==> run_1/sizes.png <==
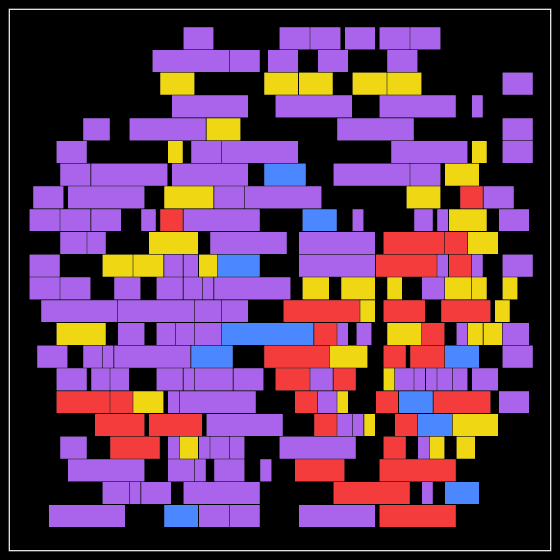
==> run_1/congestion.png <==
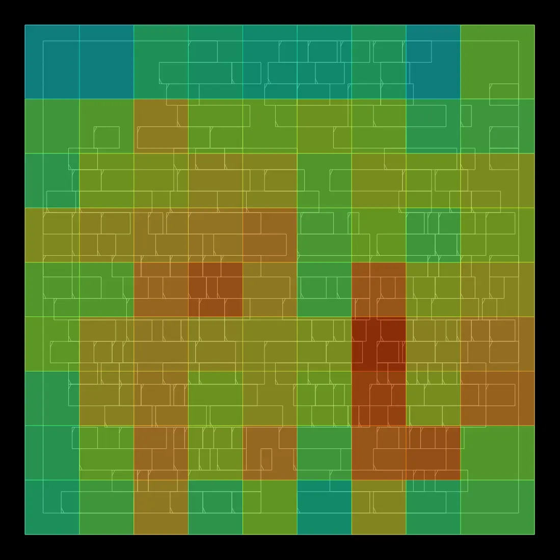
==> run_1/cell_density.png <==
Bar = 20 um. 6 x 6 tiles, from dark blue (low) to red (high), 0 to 100% covered.
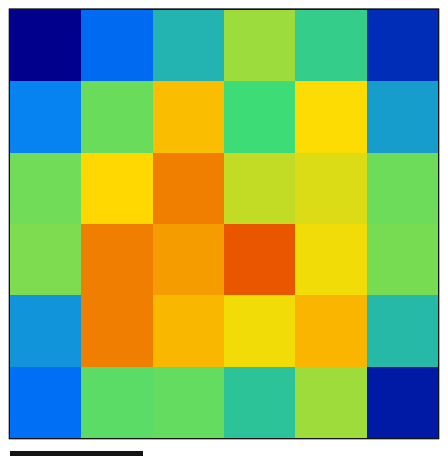
==> run_1/layer_met2.png <==
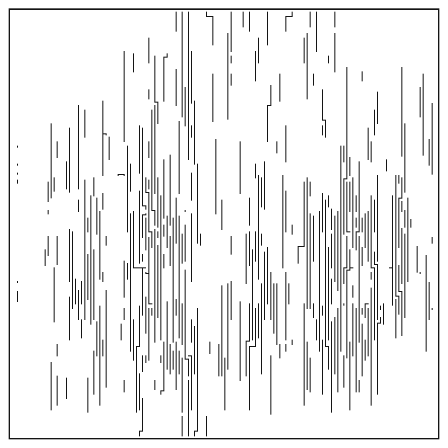
`src/rtl/seq_pkg.sv`:
```
// Shared types and encodings for the instruction sequencer: FSM states,
// PC-select codes and decoded opcode classes.
package seq_pkg;

    typedef enum logic [1:0] {
        ST_FETCH = 2'd0,
        ST_EXEC  = 2'd1,
        ST_MEMW  = 2'd2,
        ST_HALT  = 2'd3
    } state_t;

    localparam logic [1:0] PS_HOLD = 2'b00;
    localparam logic [1:0] PS_INC  = 2'b01;
    localparam logic [1:0] PS_REL  = 2'b10;
    localparam logic [1:0] PS_ABS  = 2'b11;

    typedef enum logic [2:0] {
        OP_NOP = 3'd0,
        OP_ALU = 3'd1,
        OP_LD  = 3'd2,
        OP_ST  = 3'd3,
        OP_BRZ = 3'd4,
        OP_BRN = 3'd5,
        OP_JMP = 3'd6,
        OP_HLT = 3'd7
    } op_class_t;

    // Opcodes E and F have no class of their own; they run as NOP.
    function automatic op_class_t class_of(input logic [3:0] opcode);
        case (opcode)
            4'h1, 4'h2, 4'h3, 4'h4, 4'h5, 4'h6, 4'h7: class_of = OP_ALU;
            4'h8:    class_of = OP_LD;
            4'h9:    class_of = OP_ST;
            4'hA:    class_of = OP_BRZ;
            4'hB:    class_of = OP_BRN;
            4'hC:    class_of = OP_JMP;
            4'hD:    class_of = OP_HLT;
            default: class_of = OP_NOP;
        endcase
    endfunction

endpackage

```
`src/rtl/seq_decode.sv`:
```
// Combinational instruction decode: opcode class, branch resolution and
// store qualifier from the latched instruction and datapath flags.
module seq_decode
    import seq_pkg::*;
(
    input  logic [15:0] ir,
    input  logic        flag_z,
    input  logic        flag_n,
    output op_class_t   op_class,
    output logic        branch_taken,
    output logic        mem_we
);

    logic ir_unused;
    assign ir_unused = ^ir[11:0];

    always_comb begin
        op_class     = class_of(ir[15:12]);
        branch_taken = ((op_class == OP_BRZ) && flag_z) ||
                       ((op_class == OP_BRN) && flag_n);
        mem_we       = (op_class == OP_ST);
    end

endmodule

```
`src/rtl/instr_sequencer.sv`:
```
// Multi-cycle control sequencer: fetch/execute FSM, instruction register and
// retired-instruction counter. Define SEQ_STEP_EN to add single-step ports.
//
// state    | meaning
// ---------+-----------------------------------------------------------
// ST_FETCH | load IR from instr memory (stalls in step mode w/o step)
// ST_EXEC  | execute decoded class, drive ps for the next PC
// ST_MEMW  | data memory request outstanding, waiting for mem_ready
// ST_HALT  | stopped after HLT, only reset leaves
module instr_sequencer
    import seq_pkg::*;
#(
    parameter int CNT_W = 16
) (
    input  logic             clk,
    input  logic             reset,
    input  logic [15:0]      instr,
    input  logic             flag_z,
    input  logic             flag_n,
    input  logic             mem_ready,
`ifdef SEQ_STEP_EN
    input  logic             step_mode,
    input  logic             step,
`endif
    output logic [1:0]       ps,
    output logic [5:0]       extend,
    output logic             il,
    output logic             ex_en,
    output logic             mem_req,
    output logic             mem_we,
    output logic             halted,
    output logic [CNT_W-1:0] retired
);

    state_t    state;
    state_t    next_state;
    logic [15:0] ir;
    op_class_t op_class;
    logic      branch_taken;
    logic      dec_mem_we;
    logic      fetch_go;
    logic      retire;

    seq_decode u_decode (
        .ir           (ir),
        .flag_z       (flag_z),
        .flag_n       (flag_n),
        .op_class     (op_class),
        .branch_taken (branch_taken),
        .mem_we       (dec_mem_we)
    );

`ifdef SEQ_STEP_EN
    assign fetch_go = !step_mode || step;
`else
    assign fetch_go = 1'b1;
`endif

    assign extend = ir[5:0];
    assign mem_we = mem_req && dec_mem_we;

    always_comb begin
        next_state = state;
        il         = 1'b0;
        ps         = PS_HOLD;
        ex_en      = 1'b0;
        mem_req    = 1'b0;
        halted     = 1'b0;
        case (state)
            ST_FETCH: begin
                if (fetch_go) begin
                    il         = 1'b1;
                    next_state = ST_EXEC;
                end
            end
            ST_EXEC: begin
                next_state = ST_FETCH;
                case (op_class)
                    OP_ALU: begin
                        ex_en = 1'b1;
                        ps    = PS_INC;
                    end
                    OP_LD, OP_ST: begin
                        mem_req = 1'b1;
                        if (mem_ready) ps = PS_INC;
                        else           next_state = ST_MEMW;
                    end
                    OP_BRZ, OP_BRN: ps = branch_taken ? PS_REL : PS_INC;
                    OP_JMP:         ps = PS_ABS;
                    OP_HLT:         next_state = ST_HALT;
                    default:        ps = PS_INC;
                endcase
            end
            ST_MEMW: begin
                mem_req = 1'b1;
                if (mem_ready) begin
                    ps         = PS_INC;
                    next_state = ST_FETCH;
                end
            end
            default: halted = 1'b1;
        endcase
    end

    assign retire = ((state == ST_EXEC) || (state == ST_MEMW)) &&
                    (next_state == ST_FETCH);

    always_ff @(posedge clk or posedge reset) begin
        if (reset) begin
            state   <= ST_FETCH;
            ir      <= '0;
            retired <= '0;
        end else begin
            state <= next_state;
            if (il)
                ir <= instr;
            if (retire)
                retired <= retired + CNT_W'(1);
        end
    end

endmodule
```
`config.mk`:
```
export PLATFORM = sky130hd
export DESIGN_NAME = instr_sequencer
export DESIGN_NICKNAME = d
export VERILOG_FILES = /design/src/rtl/seq_pkg.sv /design/src/rtl/seq_decode.sv /design/src/rtl/instr_sequencer.sv
export SDC_FILE = /design/constraint.sdc
export NUM_CORES = 1
export LEC_CHECK = 0
export CAP_MARGIN = 0
export CORE_MARGIN = 2
export CORE_UTILIZATION = 40
export CTS_CLUSTER_SIZE = 28
export DETAILED_ROUTE_END_ITERATION = 10
export PLACE_DENSITY = 0.75
export RECOVER_POWER = 100
export SLEW_MARGIN = 30
export SYNTH_ARGS = -nofsm -noshare
export SYNTH_HDL_FRONTEND = slang
export SYNTH_SLANG_ARGS = --single-unit
```
`constraint.sdc`:
```
create_clock -name clk -period 1.6 [get_ports clk]
set_input_delay 0.16 -clock clk [delete_from_list [all_inputs] [get_ports clk]]
set_output_delay 0.16 -clock clk [all_outputs]
set_load 0.005 [all_outputs]
```
==> results.yml, run 1 <==
# implementation run metrics
outcome:
  outcome: "finished, violations left"
  violations: "negative setup slack"
final_timing:
  setup_viol: 19
  layout_setup_ws_ns: -0.152
  rsz0062_at_grt: "true"
  hold_viol_final: 0
critical_path:
  critPathKind: "flop to flop"
  start_kind: "flop"
  crit_buf_inv: 2
  cp_data_arrival_time_ns: 1.91
  required_ns: 1.76
  crit_family: "simple AND/OR/NAND/NOR gates"
  crit_chain: "buf_6 -> ha_4 -> nand3b_4 -> a211oi_4 -> nor4_4 -> buf_6 -> nand4_1 -> xnor2_1"
power:
  power.density_nw_per_um2: 553
  sw_frac_of_total_pct: 17.9
  p_seq_share_pct: 53.9
  ir_drop_mv: 0.381
detailed_routing:
  ant_nets: 0
  first_pass_iters: 7
clocking:
  insertion_delay_ns: 0.27
die:
  die-area_sq_um: 4170
  die_x_um: 64.6
synth:
  syn_inst: 138
  synth_warnings: 0
place:
  routabilityCongestion: 0.803
finish:
  finalNonFillerCells: 249
-- sizes.png (at the start) --
[blue] _6 and larger | cells: 10 | share: 5.0% | most used: buf_6
[purple] _0 and _1 cells | cells: 122 | share: 61% | most used: dfrtp_1
[yellow] _2 cells | cells: 38 | share: 19% | most used: mux2_2
[red] _3 and _4 cells | cells: 31 | share: 15% | most used: buf_4

-- congestion.png (at the start) --
met1 global-route usage: 23.0%
gr usage total: 18.8%

-- cell_density.png (at the start) --
nearly empty tiles: 2.8%
emptiest ninth of the die: top left
mean over tiles: 55%
tiles over 75% full: 25%
fullest tile: 90%
densest ninth of the die: middle
post-layout util: 65.8%
CORE AREA: 3610 sq um
FP Core Util: 40.7%

-- layer_met2.png (at the start) --
wire length on this layer: 2060 um
longest straight run: 30.9 um
share of all routed wire: 54%
main direction: vertical
nets with wire on the layer: 210
drt total wl: 3.82 mm
DR vias: 1277
met2 Usage GRT: 34.5%

## run 1: metrics by stage
step           power, mW  hold WS [ns]  setup WS, ns  utilization, %
2_1_floorplan      0.736         0.225       -0.0623               -
3_3_place_gp       0.776         0.490        -0.376            56.4
3_5_place_dp       0.778         0.499        -0.435            56.4
4_1_cts             1.33         0.273        -0.144            63.1
5_1_grt             1.36         0.504        -0.233            65.8
6_report            1.31         0.494        -0.152            65.8
## run 1: worst paths after layout
kind	start	to	slack (ns)	cells after the start
max	state[0]	retired[6]	-0.15	8
min reg2reg	ir[2]	ir[2]	0.51	1
max reg2reg	state[0]	retired[6]	-0.15	8
min in group asynchronous	reset	ir[15]	0.52	3
max in group asynchronous	reset	ir[13]	0.65	3
min	instr[1]	ir[1]	0.49	2
## run 1: layout make-up
| cell class | count | area [sq um] | share of cell area [%] |
|---|---|---|---|
| Clock buffer | 3 | 41.3 | 1.74 |
| Clock inverter | 1 | 30.0 | 1.27 |
| Inverter | 8 | 30.0 | 1.27 |
| Multi-Input combinational cell | 93 | 910 | 38.4 |
| Sequential cell | 28 | 701 | 29.6 |
| Tap cell | 48 | 60.1 | 2.53 |
| Timing Repair Buffer | 68 | 599 | 25.3 |
## run 1: state kept, by name, indices dropped and copies added (netlist names)
signal   flops
ir          10
retired     16
state        2
## run 1: layer usage
| layer | up-vias | global-route usage (%) | share of wire, % |
|---|---|---|---|
| li1 | 595 | - | - |
| met1 | 644 | 23.0 | 42 |
| met2 | 36 | 34.5 | 54 |
| met3 | 2 | 2.78 | 3.1 |
| met4 | 0 | 5.05 | 0.37 |
| met5 | - | 0 | 0 |
## run 1: timing repair
action,4_1_cts,5_1_grt
endpoints found under the hold margin,0,0
pin swaps,17,13
buffers inserted,10,2
endpoints found under the setup margin,23,21
resized,41,25
## run 1: cells in the mapped netlist, drive strengths merged
cell type / count / area share (%)
dfrtp: 28 / 48
xnor2: 14 / 8.4
nand2: 12 / 3.1
mux2: 10 / 7.7
buf: 8 / 4.2
inv: 8 / 2.0
nand3: 8 / 2.7
nor2: 8 / 2.0
nand4: 7 / 3.0
ha: 5 / 4.3
nor3: 5 / 2.8
o21ai: 4 / 1.4
a21oi: 2 / 0.68
and3: 2 / 0.85
nor4: 2 / 1.3
or3: 2 / 0.85
a211oi: 1 / 0.85
a22oi: 1 / 0.51
a311oi: 1 / 0.60
and2: 1 / 0.43
clkbuf: 1 / 0.26
mux2i: 1 / 0.68
nand2b: 1 / 0.43
nand3b: 1 / 0.77
nor3b: 1 / 0.51
o211ai: 1 / 0.51
o21bai: 1 / 0.51
or2: 1 / 0.43
xor2: 1 / 0.60
## run 1: power groups by stage
stage | clock, mW | sequential [mW] | combinational (mW)
4_1_cts | 0.564 | 0.707 | 0.0588
6_report | 0.547 | 0.707 | 0.0569
3_3_place_gp | 0 | 0.721 | 0.0553
2_1_floorplan | 0 | 0.721 | 0.0150
5_1_grt | 0.588 | 0.707 | 0.0622
3_5_place_dp | 0 | 0.721 | 0.0571
==> run 2: changes to the inputs <==
--- a/config.mk
+++ b/config.mk
@@ -7,10 +7,10 @@
 export LEC_CHECK = 0
 export CAP_MARGIN = 0
 export CORE_MARGIN = 2
-export CORE_UTILIZATION = 40
+export CORE_UTILIZATION = 25
 export CTS_CLUSTER_SIZE = 28
 export DETAILED_ROUTE_END_ITERATION = 10
-export PLACE_DENSITY = 0.75
+export HOLD_SLACK_MARGIN = 0.02
 export RECOVER_POWER = 100
 export SLEW_MARGIN = 30
 export SYNTH_ARGS = -nofsm -noshare
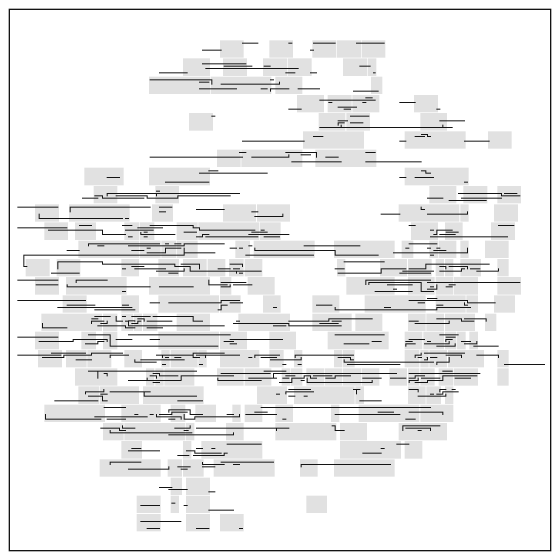
(run_2/layer_met1.png)
Cells faint in the background.
main direction: horizontal
share of all routed wire: 46%
wire length on this layer: 1680 um
drt total wl: 3.64 mm
met1 global-route usage: 15.3%
DR vias: 1243

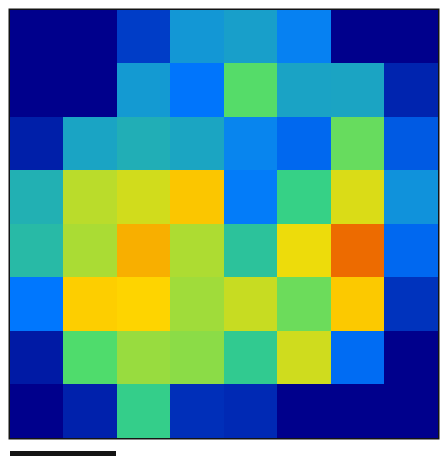
(run_2/cell_density.png)
Bar = 20 um. 8 x 8 tiles, from dark blue (low) to red (high), 0 to 100% covered.
nearly empty tiles: 17%
tiles over 75% full: 9.4%
mean over tiles: 36%
emptiest ninth of the die: top left
fullest tile: 88%

==> results.yml, run 2 <==
# implementation run metrics
synth:
  synth_warnings: 0
  synthArstFlopShare_pct: 100
  syn_inst: 138
  top_cells_by_count: "dfrtp_1, xnor2_1, nand2_1"
  topCellsByArea: "dfrtp_1, xnor2_1, mux2_2, ha_1, buf_4"
  edf_count: 0
  ys.flops: 28
  synth-main-ff-cell: "dfrtp_1"
  yosys.area.top_type_share_pct: 47.7
final_timing:
  setup_viol: 19
  layout_setup_ws_ns: -0.168
  hold_viol_final: 0
  fin_skew_ns: 0.00345
critical_path:
  cp_data_arrival_time_ns: 1.93
  start_kind: "flop"
  r2r-start: "state[0]"
  worstReg2RegEnd: "retired[6]"
  critPathKind: "flop to flop"
  crit_family: "buffers and inverters"
  required_ns: 1.76
  ff2ff_setup_slack_ns: -0.17
  rr_worst_depth: 9
finish:
  top_register: "retired"
  largestRegisters: "retired (16), ir (10), state (2)"
  largest_reg_flops: 16
power:
  power.density_nw_per_um2: 473
  ir_drop_mv: 0.364
  finalPower_mw: 1.14
place:
  routabilityCongestion: 0.736
outcome:
  violations: "negative setup slack"
  outcome: "finished, violations left"
detailed_routing:
  ant_nets: 0
  first_pass_iters: 4
global_route:
  track_usage_pct: 11.2
min_path:
  hold_depth: 1
die:
  die_x_um: 80.6
  initCoreUtil_pct: 26.3
  die-area_sq_um: 6500
  core_area_sq_um: 5570
clocking:
  insertion_delay_ns: 0.27
run 2: cell types whose count changed in the layout (fill, tap and decap cells not counted), moves of 2 or more:
cell and change:
inv_1 -2, inv_2 +2, nor3_1 +2, xnor2_1 +2, clkbuf_2 -2, buf_6 +2
xnor2_2 -2, nand3_2 +2, o21ai_1 -2, buf_4 +8
run 2: logic make-up (layout without fill, tap and decap cells):
group,Yosys count,in the layout,share of synthesized area [%]
and+or+nand+nor,51,51,19.2
AOI/OAI and AO/OA,11,11,5.03
buffers and inverters,17,87,6.48
DFF,28,28,47.7
adders and majority gates,5,5,4.26
xor gates and xnor gates,15,15,8.95
muxes,11,11,8.35
run 2: area by class of cell:
type / instances / area, sq um / share of cell area, %
Inverter: 8 / 30.0 / 1.25
Timing Repair Buffer: 76 / 672 / 27.9
Sequential cell: 28 / 702 / 29.1
Multi-Input combinational cell: 93 / 873 / 36.3
Clock buffer: 3 / 41.3 / 1.71
Tap cell: 72 / 90.1 / 3.74
run 2: worst reg2reg max path, cell delays in order (launching register included):
cell and delay, ns:
dfrtp_1 0.41, buf_6 0.14, ha_4 0.16, nand3b_4 0.09, a211oi_4 0.05, buf_4 0.16
nor4_4 0.21, buf_6 0.18, nand4_1 0.11, xnor2_1 0.16
run 2: report_power, final:
group / internal, mW / total (mW) / leakage, nW / switching, mW
Sequential: 0.707 / 0.707 / 0.369 / 0
Combinational: 0.0337 / 0.0556 / 0.747 / 0.0219
Clock: 0.169 / 0.377 / 0.0216 / 0.208
Total: 0.910 / 1.14 / 1.14 / 0.230
run 2: per-layer routing:
metal  routed length [um]  share of wire (%)  global-route usage, %  vias up
li1                     -                  -                      -      614
met1                 1680                 46                   15.3      598
met2                 1780                 49                   18.5       29
met3                  166                4.6                   2.25        2
met4                   15               0.41                   2.03        0
met5                    0                  0                      0        -
run 2: worst max-delay path by stage:
stage                   start    endpoint  slack (ns)  depth (start not counted)
CTS                  state[0]  retired[6]       -0.17                          9
floorplan            state[1]  retired[9]       -0.06                          6
global placement    mem_ready  retired[6]       -0.39                          6
finish               state[0]  retired[6]       -0.17                          9
global route         state[0]  retired[6]       -0.22                          9
detailed placement  mem_ready  retired[6]       -0.43                          6
run 2: what timing repair did:
item | 4_1_cts | 5_1_grt
resized | 30 | 34
hold buffers | 0 | 0
pin swaps | 9 | 18
setup endpoints to repair | 23 | 22
buffers inserted | 8 | 5
run 2: metrics by stage:
stage / TNS, ns / worst slack [ns] / hold WS [ns] / util [%] / std cells
floorplan: -0.490 / -0.0623 / 0.225 / - / 138
finish: -1.81 / -0.168 / 0.489 / 43.2 / 280
CTS: -1.74 / -0.171 / 0.267 / 41.0 / 275
global route: -3.78 / -0.225 / 0.493 / 43.2 / 280
detailed placement: -6.53 / -0.432 / 0.484 / 38.0 / 264
global placement: -6.23 / -0.394 / 0.486 / 38.0 / 264
==> run 3: changes to the inputs <==
--- a/config.mk
+++ b/config.mk
@@ -5,12 +5,14 @@
 export SDC_FILE = /design/constraint.sdc
 export NUM_CORES = 1
 export LEC_CHECK = 0
+export ABC_CLOCK_PERIOD_IN_PS = 1600
 export CAP_MARGIN = 0
 export CORE_MARGIN = 2
-export CORE_UTILIZATION = 25
+export CORE_UTILIZATION = 40
 export CTS_CLUSTER_SIZE = 28
 export DETAILED_ROUTE_END_ITERATION = 10
 export HOLD_SLACK_MARGIN = 0.02
+export PLACE_DENSITY = 0.75
 export RECOVER_POWER = 100
 export SLEW_MARGIN = 30
 export SYNTH_ARGS = -nofsm -noshare
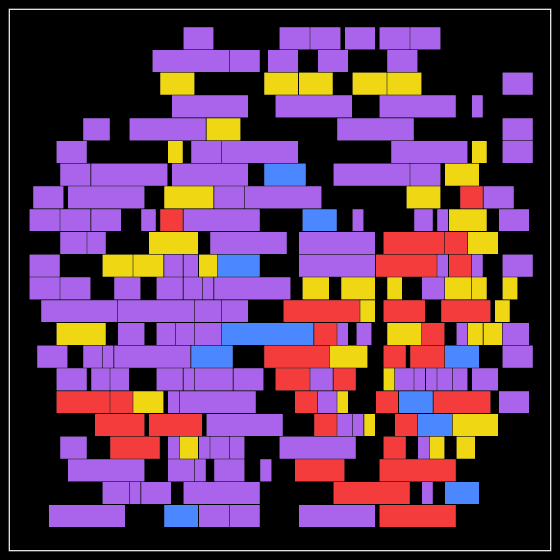
(run_3/sizes.png)
[red] _3 and _4 cells | cells: 31 | share: 15% | most used: buf_4
[yellow] _2 cells | cells: 38 | share: 19% | most used: mux2_2
[purple] _0 and _1 cells | cells: 122 | share: 61% | most used: dfrtp_1
[blue] _6 and larger | cells: 10 | share: 5.0% | most used: buf_6
Area growth, synth to finish: 61.6%
Finished Cell Area: 2370 sq um

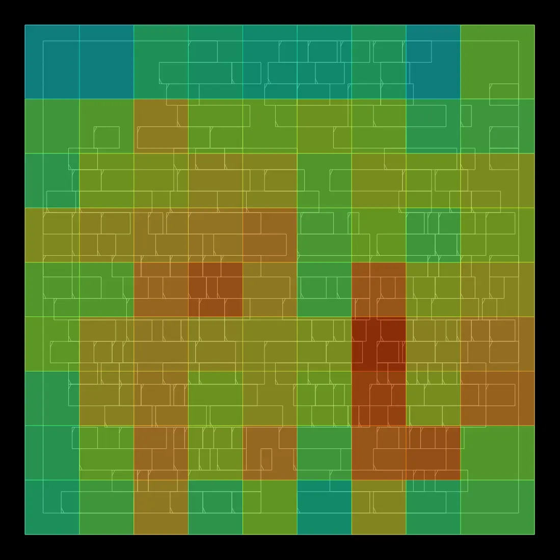
(run_3/congestion.png)
DR WL/cell: 15.3 um
busiest grt layer: met2
met3 usage: 2.78%
met1 global-route usage: 23.0%

==> results.yml, run 3 <==
# implementation run metrics
outcome:
  outcome: "finished, violations left"
  violations: "negative setup slack"
detailed_routing:
  vias: 1277
  first_pass_iters: 7
clocking:
  cts-hold-fix-buffers: 0
synth:
  synthArstFlopShare_pct: 100
  synth-main-ff-cell: "dfrtp_1"
  syn_inst: 138
  top_cells_by_count: "dfrtp_1, xnor2_1, nand2_1"
  ys.flops: 28
  yosys.area.top_type_share_pct: 47.7
  synth_warnings: 0
  topCellsByArea: "dfrtp_1, xnor2_1, mux2_2, ha_1, buf_4"
final_timing:
  layout_setup_ws_ns: -0.152
  fin_skew_ns: 0.00468
  setup_viol: 19
global_route:
  track_usage_pct: 18.8
power:
  finalPower_mw: 1.31
  power.density_nw_per_um2: 553
finish:
  largestRegisters: "retired (16), ir (10), state (2)"
  largest_reg_flops: 16
  top_register: "retired"
critical_path:
  cp_data_arrival_time_ns: 1.91
  critPathKind: "flop to flop"
  start_kind: "flop"
  ff2ff_setup_slack_ns: -0.15
die:
  initCoreUtil_pct: 40.7
  die-area_sq_um: 4170
place:
  routabilityCongestion: 0.803
==> run 3: cell counts after synthesis <==
No cell type changed its count.
==> run 3: report_power, final <==
part / switching [mW] / leakage, nW / internal [mW]
clock network: 0.212 / 0.0357 / 0.335
logic: 0.0231 / 0.721 / 0.0338
registers: 0 / 0.370 / 0.707
==> run 3: layer usage <==
metal | share of wire [%] | wire [um] | GRT usage [%] | vias up
met5 | 0 | 0 | 0 | -
met4 | 0.37 | 14 | 5.05 | 0
met3 | 3.1 | 120 | 2.78 | 2
met2 | 54 | 2060 | 34.5 | 36
met1 | 42 | 1620 | 23.0 | 644
li1 | - | - | - | 595
==> run 3: through the flow <==
step           setup slack (ns)  hold slack, ns  TNS (ns)  instance area (sq um)  instances
6_report                 -0.152           0.494     -2.06                   2370        249
5_1_grt                  -0.233           0.504     -4.33                   2370        249
4_1_cts                  -0.144           0.273     -1.65                   2270        247
3_5_place_dp             -0.435           0.499     -6.53                   2030        233
2_1_floorplan           -0.0623           0.225    -0.490                   1510        138
3_3_place_gp             -0.376           0.490     -5.46                   2030        233
==> run 3: final timing paths <==
path / from / end / cells past startpoint
max in group asynchronous: reset / ir[13] / 3
min reg2reg: ir[2] / ir[2] / 1
min: instr[1] / ir[1] / 2
max: state[0] / retired[6] / 8
max reg2reg: state[0] / retired[6] / 8
min in group asynchronous: reset / ir[15] / 3
==> run 3: layout make-up <==
type                            instances  area [sq um]
Clock inverter                          1          30.0
Sequential cell                        28           701
Tap cell                               48          60.1
Inverter                                8          30.0
Fill cell                             285          1230
Timing Repair Buffer                   68           599
Multi-Input combinational cell         93           910
Clock buffer                            3          41.3
==> run 3: cells by family (layout without fill, tap and decap cells) <==
group,Yosys count,after routing,synth area share [%]
buf+inv,17,80,6.48
fa+ha+maj,5,5,4.26
mux,11,11,8.35
simple gates,51,51,19.2
compound gates,11,11,5.03
xor+xnor,15,15,8.95
flops,28,28,47.7
==> run 3: critical path: cells and delay by family, from the launching register on <==
kind | cells | cell delay (ns)
AOI/OAI and AO/OA | 1 | 0.06
xor gates and xnor gates | 1 | 0.15
adders and majority gates | 1 | 0.17
buffers and inverters | 2 | 0.32
DFF | 1 | 0.42
and+or+nand+nor | 3 | 0.50
==> run 3: what timing repair did <==
action / 4_1_cts / 5_1_grt
hold endpoints to repair: 0 / 0
gates cloned: 0 / 0
resized: 41 / 25
pin swaps: 17 / 13
endpoints found under the setup margin: 23 / 21
buffers inserted: 10 / 2
Power figures rest on the tool's default switching activity, not on a simulated workload.
